Fig. 1: placed standard cells
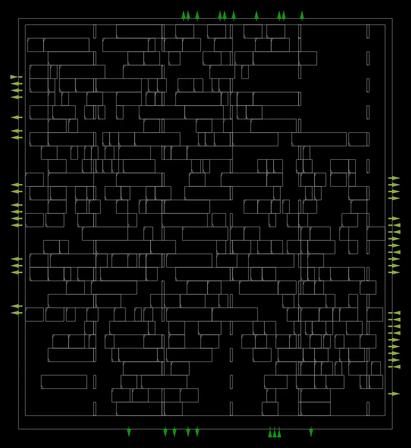
Fig. 2: zoomed window
Bar = 10 um. Region (25, 12) to (50, 37) um. Cells in gray, sequential cells in the stronger gray; small squares are vias.
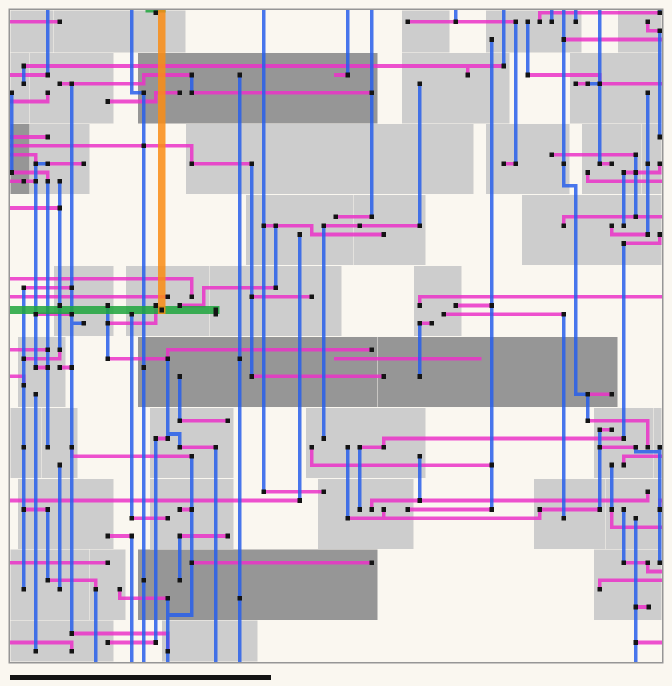
Fig. 3: logic cells by family
Bar = 20 um.
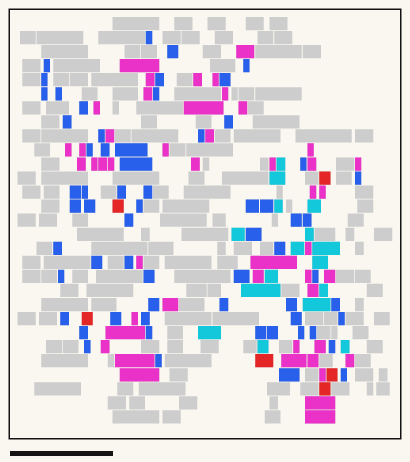
$ cat config.mk
export PLATFORM = sky130hd
export DESIGN_NAME = multicycle_control_fsm
export DESIGN_NICKNAME = d
export VERILOG_FILES = /design/src/rtl/multicycle_pkg.sv /design/src/rtl/instret_counter.sv /design/src/rtl/multicycle_control_fsm.sv
export SDC_FILE = /design/constraint.sdc
export NUM_CORES = 1
export LEC_CHECK = 0
export CAP_MARGIN = 20
export CELL_PAD_IN_SITES_DETAIL_PLACEMENT = 0
export CELL_PAD_IN_SITES_GLOBAL_PLACEMENT = 1
export CORE_ASPECT_RATIO = 1.1
export CORE_UTILIZATION = 36
export CTS_CLUSTER_SIZE = 25
export DETAILED_ROUTE_END_ITERATION = 8
export GPL_TIMING_DRIVEN = 0
export PLACE_DENSITY = 0.79
export SLEW_MARGIN = 20
export SYNTH_ARGS = -nofsm -noshare
export SYNTH_HDL_FRONTEND = slang
export SYNTH_SLANG_ARGS = --single-unit
$ cat constraint.sdc
create_clock -name clk -period 4.1 [get_ports clk]
set_input_delay 1.23 -clock clk [delete_from_list [all_inputs] [get_ports clk]]
set_output_delay 1.23 -clock clk [all_outputs]
set_load 0.01 [all_outputs]
$ cat src/rtl/multicycle_pkg.sv
// -----------------------------------------------------------------------------
// multicycle_pkg
//   Shared definitions for the multi-cycle RV32I control sequencer:
//   - state_e        : sequencer phases (3-bit binary encoding)
//   - OP_*           : the eight RV32I major opcodes the sequencer decodes
//   - PCSRC_*        : pc_source mux encodings
//   - SRCB_*         : alu_src_b mux encodings
//   - ALUOP_*        : alu_op encodings handed to the ALU control
//   - helper functions used by the next-state / output decode
// -----------------------------------------------------------------------------
package multicycle_pkg;

  // Sequencer phases. Encoding is fixed binary so that the state register
  // stays 3 bits wide and unused codes fall back to IF.
  typedef enum logic [2:0] {
    S_IF    = 3'd0,
    S_ID    = 3'd1,
    S_EX    = 3'd2,
    S_MEM   = 3'd3,
    S_WB    = 3'd4,
    S_ECALL = 3'd5,
    S_HALT  = 3'd6
  } state_e;

  // RV32I major opcodes (IR[6:0])
  localparam logic [6:0] OP_R      = 7'b0110011;
  localparam logic [6:0] OP_I      = 7'b0010011;
  localparam logic [6:0] OP_LOAD   = 7'b0000011;
  localparam logic [6:0] OP_STORE  = 7'b0100011;
  localparam logic [6:0] OP_BRANCH = 7'b1100011;
  localparam logic [6:0] OP_JAL    = 7'b1101111;
  localparam logic [6:0] OP_JALR   = 7'b1100111;
  localparam logic [6:0] OP_SYSTEM = 7'b1110011;

  // PC source mux
  localparam logic [1:0] PCSRC_ALU    = 2'b00;  // ALU result this cycle
  localparam logic [1:0] PCSRC_ALUOUT = 2'b01;  // ALUOut register (PC+imm from ID)
  localparam logic [1:0] PCSRC_PC4    = 2'b10;  // PC+4 incrementer

  // ALU operand B mux
  localparam logic [1:0] SRCB_B    = 2'b00;
  localparam logic [1:0] SRCB_FOUR = 2'b01;
  localparam logic [1:0] SRCB_IMM  = 2'b10;

  // ALU operation class
  localparam logic [1:0] ALUOP_ADD    = 2'b00;
  localparam logic [1:0] ALUOP_BRANCH = 2'b01;
  localparam logic [1:0] ALUOP_FUNCT  = 2'b10;

  // True for opcodes that need a MEM phase.
  function automatic logic is_mem_op(input logic [6:0] op);
    return (op == OP_LOAD) || (op == OP_STORE);
  endfunction

  // True for phases whose exit back to IF retires an instruction.
  function automatic logic is_retire_state(input state_e s);
    return (s == S_EX) || (s == S_MEM) || (s == S_WB) || (s == S_ECALL);
  endfunction

endpackage

$ cat src/rtl/instret_counter.sv
// -----------------------------------------------------------------------------
// instret_counter
//   Retired-instruction counter. Increments by one on each enabled clock and
//   wraps modulo 2^CNT_W. Cleared asynchronously by reset_i.
//
//   Ports:
//     clk_i    : clock
//     reset_i  : asynchronous active-high reset, clears the count
//     en_i     : count enable (one retirement this cycle)
//     count_o  : current count
// -----------------------------------------------------------------------------
module instret_counter #(
  parameter int unsigned CNT_W = 32
) (
  input  logic             clk_i,
  input  logic             reset_i,
  input  logic             en_i,
  output logic [CNT_W-1:0] count_o
);

  logic [CNT_W-1:0] count_q;
  logic [CNT_W-1:0] count_d;

  // Natural overflow of the adder gives the modulo-2^CNT_W wrap.
  assign count_d = en_i ? (count_q + CNT_W'(1)) : count_q;

  always_ff @(posedge clk_i or posedge reset_i) begin
    if (reset_i) begin
      count_q <= '0;
    end else begin
      count_q <= count_d;
    end
  end

  assign count_o = count_q;

endmodule

$ cat src/rtl/multicycle_control_fsm.sv
// -----------------------------------------------------------------------------
// multicycle_control_fsm
//   Control sequencer for the multi-cycle RV32I core. Steps the shared
//   datapath (PC, IR, MDR, A/B, ALUOut, one ALU, unified memory) through
//   IF -> ID -> EX -> [MEM] -> [WB], with an ECALL phase that can park the
//   core in HALT. Waits on the memory ready handshake in IF and MEM.
//
//   Ports:
//     clk        : clock
//     reset      : asynchronous active-high reset (state -> IF, instret -> 0,
//                  all control outputs forced low while asserted)
//     opcode     : IR[6:0], meaningful from ID onward
//     bcond      : ALU branch-compare result, meaningful in EX
//     mem_ready  : unified memory finishes the current access this cycle
//     halt_req   : x17 == 10, sampled in ECALL
//     pc_write, pc_source, i_or_d, mem_read, mem_write, ir_write,
//     reg_write, mem_to_reg, pc_to_reg, alu_src_a, alu_src_b, alu_op :
//                  datapath controls, decoded combinationally from the
//                  current phase, opcode, bcond and mem_ready
//     is_halted  : core is parked in HALT
//     instret    : retired-instruction count (CNT_W bits, wrapping)
// -----------------------------------------------------------------------------
module multicycle_control_fsm
  import multicycle_pkg::*;
#(
  parameter int unsigned CNT_W = 32
) (
  input  logic             clk,
  input  logic             reset,
  input  logic [6:0]       opcode,
  input  logic             bcond,
  input  logic             mem_ready,
  input  logic             halt_req,
  output logic             pc_write,
  output logic [1:0]       pc_source,
  output logic             i_or_d,
  output logic             mem_read,
  output logic             mem_write,
  output logic             ir_write,
  output logic             reg_write,
  output logic             mem_to_reg,
  output logic             pc_to_reg,
  output logic             alu_src_a,
  output logic [1:0]       alu_src_b,
  output logic [1:0]       alu_op,
  output logic             is_halted,
  output logic [CNT_W-1:0] instret
);

  state_e state_q;
  state_e state_d;

  // Raw decode, before the reset override.
  logic       pc_write_d;
  logic [1:0] pc_source_d;
  logic       i_or_d_d;
  logic       mem_read_d;
  logic       mem_write_d;
  logic       ir_write_d;
  logic       reg_write_d;
  logic       mem_to_reg_d;
  logic       pc_to_reg_d;
  logic       alu_src_a_d;
  logic [1:0] alu_src_b_d;
  logic [1:0] alu_op_d;
  logic       is_halted_d;

  logic       retire_en;

  // ---------------------------------------------------------------------------
  // State register
  // ---------------------------------------------------------------------------
  always_ff @(posedge clk or posedge reset) begin
    if (reset) begin
      state_q <= S_IF;
    end else begin
      state_q <= state_d;
    end
  end

  // ---------------------------------------------------------------------------
  // Next-state and control decode
  // ---------------------------------------------------------------------------
  always_comb begin
    state_d      = state_q;
    pc_write_d   = 1'b0;
    pc_source_d  = PCSRC_ALU;
    i_or_d_d     = 1'b0;
    mem_read_d   = 1'b0;
    mem_write_d  = 1'b0;
    ir_write_d   = 1'b0;
    reg_write_d  = 1'b0;
    mem_to_reg_d = 1'b0;
    pc_to_reg_d  = 1'b0;
    alu_src_a_d  = 1'b0;
    alu_src_b_d  = SRCB_B;
    alu_op_d     = ALUOP_ADD;
    is_halted_d  = 1'b0;

    case (state_q)
      S_IF: begin
        // Instruction fetch from PC; read strobe held until memory is ready.
        mem_read_d = 1'b1;
        i_or_d_d   = 1'b0;
        if (mem_ready) begin
          ir_write_d = 1'b1;
          state_d    = S_ID;
        end
      end

      S_ID: begin
        // Speculatively form PC+imm into ALUOut for branch/jal targets.
        alu_src_a_d = 1'b0;
        alu_src_b_d = SRCB_IMM;
        alu_op_d    = ALUOP_ADD;
        state_d     = (opcode == OP_SYSTEM) ? S_ECALL : S_EX;
      end

      S_EX: begin
        case (opcode)
          OP_R: begin
            alu_src_a_d = 1'b1;
            alu_src_b_d = SRCB_B;
            alu_op_d    = ALUOP_FUNCT;
            state_d     = S_WB;
          end
          OP_I: begin
            alu_src_a_d = 1'b1;
            alu_src_b_d = SRCB_IMM;
            alu_op_d    = ALUOP_FUNCT;
            state_d     = S_WB;
          end
          OP_LOAD, OP_STORE: begin
            // Effective address A+imm goes to ALUOut for the MEM phase.
            alu_src_a_d = 1'b1;
            alu_src_b_d = SRCB_IMM;
            alu_op_d    = ALUOP_ADD;
            state_d     = S_MEM;
          end
          OP_BRANCH: begin
            // Taken target already sits in ALUOut from ID; ALU is free to compare.
            alu_src_a_d = 1'b1;
            alu_src_b_d = SRCB_B;
            alu_op_d    = ALUOP_BRANCH;
            pc_write_d  = 1'b1;
            pc_source_d = bcond ? PCSRC_ALUOUT : PCSRC_PC4;
            state_d     = S_IF;
          end
          OP_JAL: begin
            // Link PC+4 and jump to PC+imm held in ALUOut.
            reg_write_d = 1'b1;
            pc_to_reg_d = 1'b1;
            pc_write_d  = 1'b1;
            pc_source_d = PCSRC_ALUOUT;
            state_d     = S_IF;
          end
          OP_JALR: begin
            // Target A+imm is computed this cycle, so PC takes the live ALU result.
            alu_src_a_d = 1'b1;
            alu_src_b_d = SRCB_IMM;
            alu_op_d    = ALUOP_ADD;
            reg_write_d = 1'b1;
            pc_to_reg_d = 1'b1;
            pc_write_d  = 1'b1;
            pc_source_d = PCSRC_ALU;
            state_d     = S_IF;
          end
          default: begin
            // Unrecognised opcode retires as a NOP.
            pc_write_d  = 1'b1;
            pc_source_d = PCSRC_PC4;
            state_d     = S_IF;
          end
        endcase
      end

      S_MEM: begin
        // Address from ALUOut; strobes held steady across the wait.
        i_or_d_d    = 1'b1;
        mem_read_d  = (opcode == OP_LOAD);
        mem_write_d = (opcode == OP_STORE);
        if (mem_ready) begin
          if (opcode == OP_LOAD) begin
            state_d = S_WB;
          end else begin
            pc_write_d  = 1'b1;
            pc_source_d = PCSRC_PC4;
            state_d     = S_IF;
          end
        end
      end

      S_WB: begin
        reg_write_d  = 1'b1;
        mem_to_reg_d = (opcode == OP_LOAD);
        pc_write_d   = 1'b1;
        pc_source_d  = PCSRC_PC4;
        state_d      = S_IF;
      end

      S_ECALL: begin
        if (halt_req) begin
          // PC is left pointing at the ecall.
          state_d = S_HALT;
        end else begin
          pc_write_d  = 1'b1;
          pc_source_d = PCSRC_PC4;
          state_d     = S_IF;
        end
      end

      S_HALT: begin
        is_halted_d = 1'b1;
        state_d     = S_HALT;
      end

      default: begin
        state_d = S_IF;
      end
    endcase
  end

  // Only EX/MEM/WB/ECALL -> IF retires; entering HALT does not.
  assign retire_en = (state_d == S_IF) && is_retire_state(state_q);

  // ---------------------------------------------------------------------------
  // Output stage: reset overrides the decode combinationally so that strobes
  // drop the moment reset rises, not at the next clock edge. The reset state
  // (IF) would otherwise present mem_read.
  // ---------------------------------------------------------------------------
  always_comb begin
    pc_write   = 1'b0;
    pc_source  = PCSRC_ALU;
    i_or_d     = 1'b0;
    mem_read   = 1'b0;
    mem_write  = 1'b0;
    ir_write   = 1'b0;
    reg_write  = 1'b0;
    mem_to_reg = 1'b0;
    pc_to_reg  = 1'b0;
    alu_src_a  = 1'b0;
    alu_src_b  = SRCB_B;
    alu_op     = ALUOP_ADD;
    is_halted  = 1'b0;
    if (!reset) begin
      pc_write   = pc_write_d;
      pc_source  = pc_source_d;
      i_or_d     = i_or_d_d;
      mem_read   = mem_read_d;
      mem_write  = mem_write_d;
      ir_write   = ir_write_d;
      reg_write  = reg_write_d;
      mem_to_reg = mem_to_reg_d;
      pc_to_reg  = pc_to_reg_d;
      alu_src_a  = alu_src_a_d;
      alu_src_b  = alu_src_b_d;
      alu_op     = alu_op_d;
      is_halted  = is_halted_d;
    end
  end

  // ---------------------------------------------------------------------------
  // Retired-instruction counter
  // ---------------------------------------------------------------------------
  instret_counter #(
    .CNT_W (CNT_W)
  ) u_instret_counter (
    .clk_i   (clk),
    .reset_i (reset),
    .en_i    (retire_en),
    .count_o (instret)
  );

endmodule

==> flow_summary.yaml <==
# flow metrics
status:
  outcome: "completed"
power_and_ir_drop:
  ir_drop_mv: 0.203
  power_density_nw_per_um2: 248
  leakagePower_uw: 0.00139
  total_power_uw: 756
final_layout:
  finish.utilization: 0.532
  comb_area_sq_um: 1240
  lay_top_cells: "clkdlybuf4s50_1, dfrtp_1, nand2_1"
  fin_area_sq_um: 3050
  syn_to_final_growth_pct: 42.6
  logic_gates: 172
  bufAreaShareNonClock: 0.210
  largest_class: "logic gates"
  nonClockInverterCount: 8
  final_nets: 306
  clockNetworkAreaShare: 0.0435
  flop_area_sq_um: 876
  fillerInstances: 554
  flops: 35
  nClkBuffers: 6
  num_antenna_cells: 0
clocking:
  hold_buffers: 0
  cts_root_buf: "clkbuf_8"
  cts_buffers: 5
  clock_path_buffers: 2
  ctsHtreeMaxLevel: 2
  clock.latency.late_pin_ps: 290
setup_path:
  path_depth: 7
  crit_chain: "clkdlybuf4s50_1 -> nand4b_1 -> o211a_1 -> o211ai_2 -> buf_6 -> a211oi_1 -> clkdlybuf4s15_2"
  timing.critical_path.slowest_cell_delay_ps: 450
  arrival_ps: 2800
  r2r_start: "u_instret_counter.count_o[0]"
  critPathBufInv: 3
  reg2reg_slack_ps: 2150
  required_ps: 2870
  cp-end-kind: "output port"
  start_kind: "input pin"
  cp_top_family: "buffers and inverters"
  critical-path-slowest-cell: "clkdlybuf4s50_1"
  path_class: "input pin to output port"
  rr_worst_depth: 6
  cp_max_fo: 10
timing:
  hold_viol: 0
  worst_pin_slew_ps: 766
  drv_slew: 0
  holdWs_ps: 467
  finalCritPeriodShare: 0.982
  layout_setup_ws_ps: 72.1
  fin_setup_tns_ps: 0
  min_period_ps: 4030
  finalSetupViolations: 0
  rsz0062_at_grt: "false"
  slew_headroom: 0.485
place:
  dp_slack_ps: -788
  place.gp.congestion: 0.739
  place.detailed.hpwl_mm: 3.79
global_route:
  grt.overflow.total: 0
  grt_pass1_wl_mm: 9.04
  grt_util_met3: 0.0340
  antenna_found_initial: 0
  grt_pass1_vias: 1820
  track_usage: 0.187
  top_usage_layer: "met2"
  gr-usage-met2: 0.287
floorplan:
  rows: 29
  core_sq_um: 5730
  die_w_um: 75.5
  fp_util: 0.373
  dieArea_sq_um: 6260
  io_pins: 60
  die_h_um: 82.9
yosys:
  synth_cells: 223
  synthesis.nets: 236
  topCombFamilyByArea: "simple AND/OR/NAND/NOR gates"
  syn-cell-area_sq_um: 2140
  largest_area_cell: "dfrtp_1"
  synth_top_area_share: 0.409
  top_cells_by_area: "dfrtp_1, xor2_1, xnor2_1"
  synth.distinct_cells: 44
  ys_area_sq_um: 2140
  most_common_cell: "dfrtp_1"
  xor_share: 0.127
  yosysWarnings: 0
  synth.ff_latch_count: 35
  ff_type: "dfrtp_1"
  synthArstFlopShare: 1.00
  simple_gate_area_frac: 0.326
  mux_share: 0
  avgSynthCellArea_sq_um: 9.59
  synth-edff-count: 0
  ys_cells: 223
  ys_seq_share: 0.409
  synth_adder_area_share: 0.00585
hold_path:
  min_from: "u_instret_counter.count_o[31]"
  min_to: "u_instret_counter.count_o[31]"
  hold_depth: 1
routing:
  wl_met1_mm: 2.49
  via_per_inst: 5.13
  route.met3.wl_um: 257
  wl_met2_mm: 2.53
  wire_per_inst_um: 14.6
  vias: 1904
  top_layer: "met4"
  drt_first_pass_iters: 4
  first_iter_violations: 80
  wirelength_mm: 5.42
job:
  drv_cap: 0
  tool_warnings: 26
## Picture notes: Fig. 1
Well-Tap Cells: 77
sequential cell area share: 0.287

## Picture notes: Fig. 2
| layer | color |
|---|---|
| M3 | green |
| M2 | blue |
| M1 | magenta |
| M4 | orange |
netlist names of flops here include: u_instret_counter.count_o (3), state_q (1)
cells with their middle in the window: 36
most frequent: dfrtp_1 (4), nand4_1 (3), xor2_1 (3)
sequential cells in the window: 4

## Picture notes: Fig. 3
| family | color | cells | most used |
|---|---|---|---|
| and/or cells | red | 6 | and3_1 |
| nand cells | blue | 62 | nand2_1 |
| nor cells | magenta | 47 | nor2_1 |
| aoi and oai cells | cyan | 16 | a21oi_1 |
Non-Filler Instances: 371
most numerous logic cell after layout: clkdlybuf4s50_1
combinational share of cell area: 0.408

power breakdown:
part	switching [uW]	total, uW	leakage, uW	internal, uW
combinational	25.5	42.4	0.000854	16.8
sequential	0	345	0.000468	345
clock	126	369	0.0000654	243
worst max-delay path by stage:
stage	slack [ps]	end	from
5_1_grt	10	alu_op[1]	opcode[6]
3_5_place_dp	-790	alu_op[0]	reset
4_1_cts	9	pc_source[1]	opcode[0]
2_1_floorplan	110	alu_op[0]	reset
3_3_place_gp	-1340	alu_op[0]	reset
6_report	70	pc_write	halt_req
registers in the layout, indices dropped and copies added, names as in the netlist:
register and cells:
state_q 3, u_instret_counter.count_o 32
repair_timing:
action | 4_1_cts | 5_1_grt
buffers inserted | 4 | 2
gates cloned | 1 | 0
pin swaps | 6 | 2
endpoints found under the setup margin | 13 | 4
resized | 37 | 8
Power is estimated from default activity; no workload was simulated.
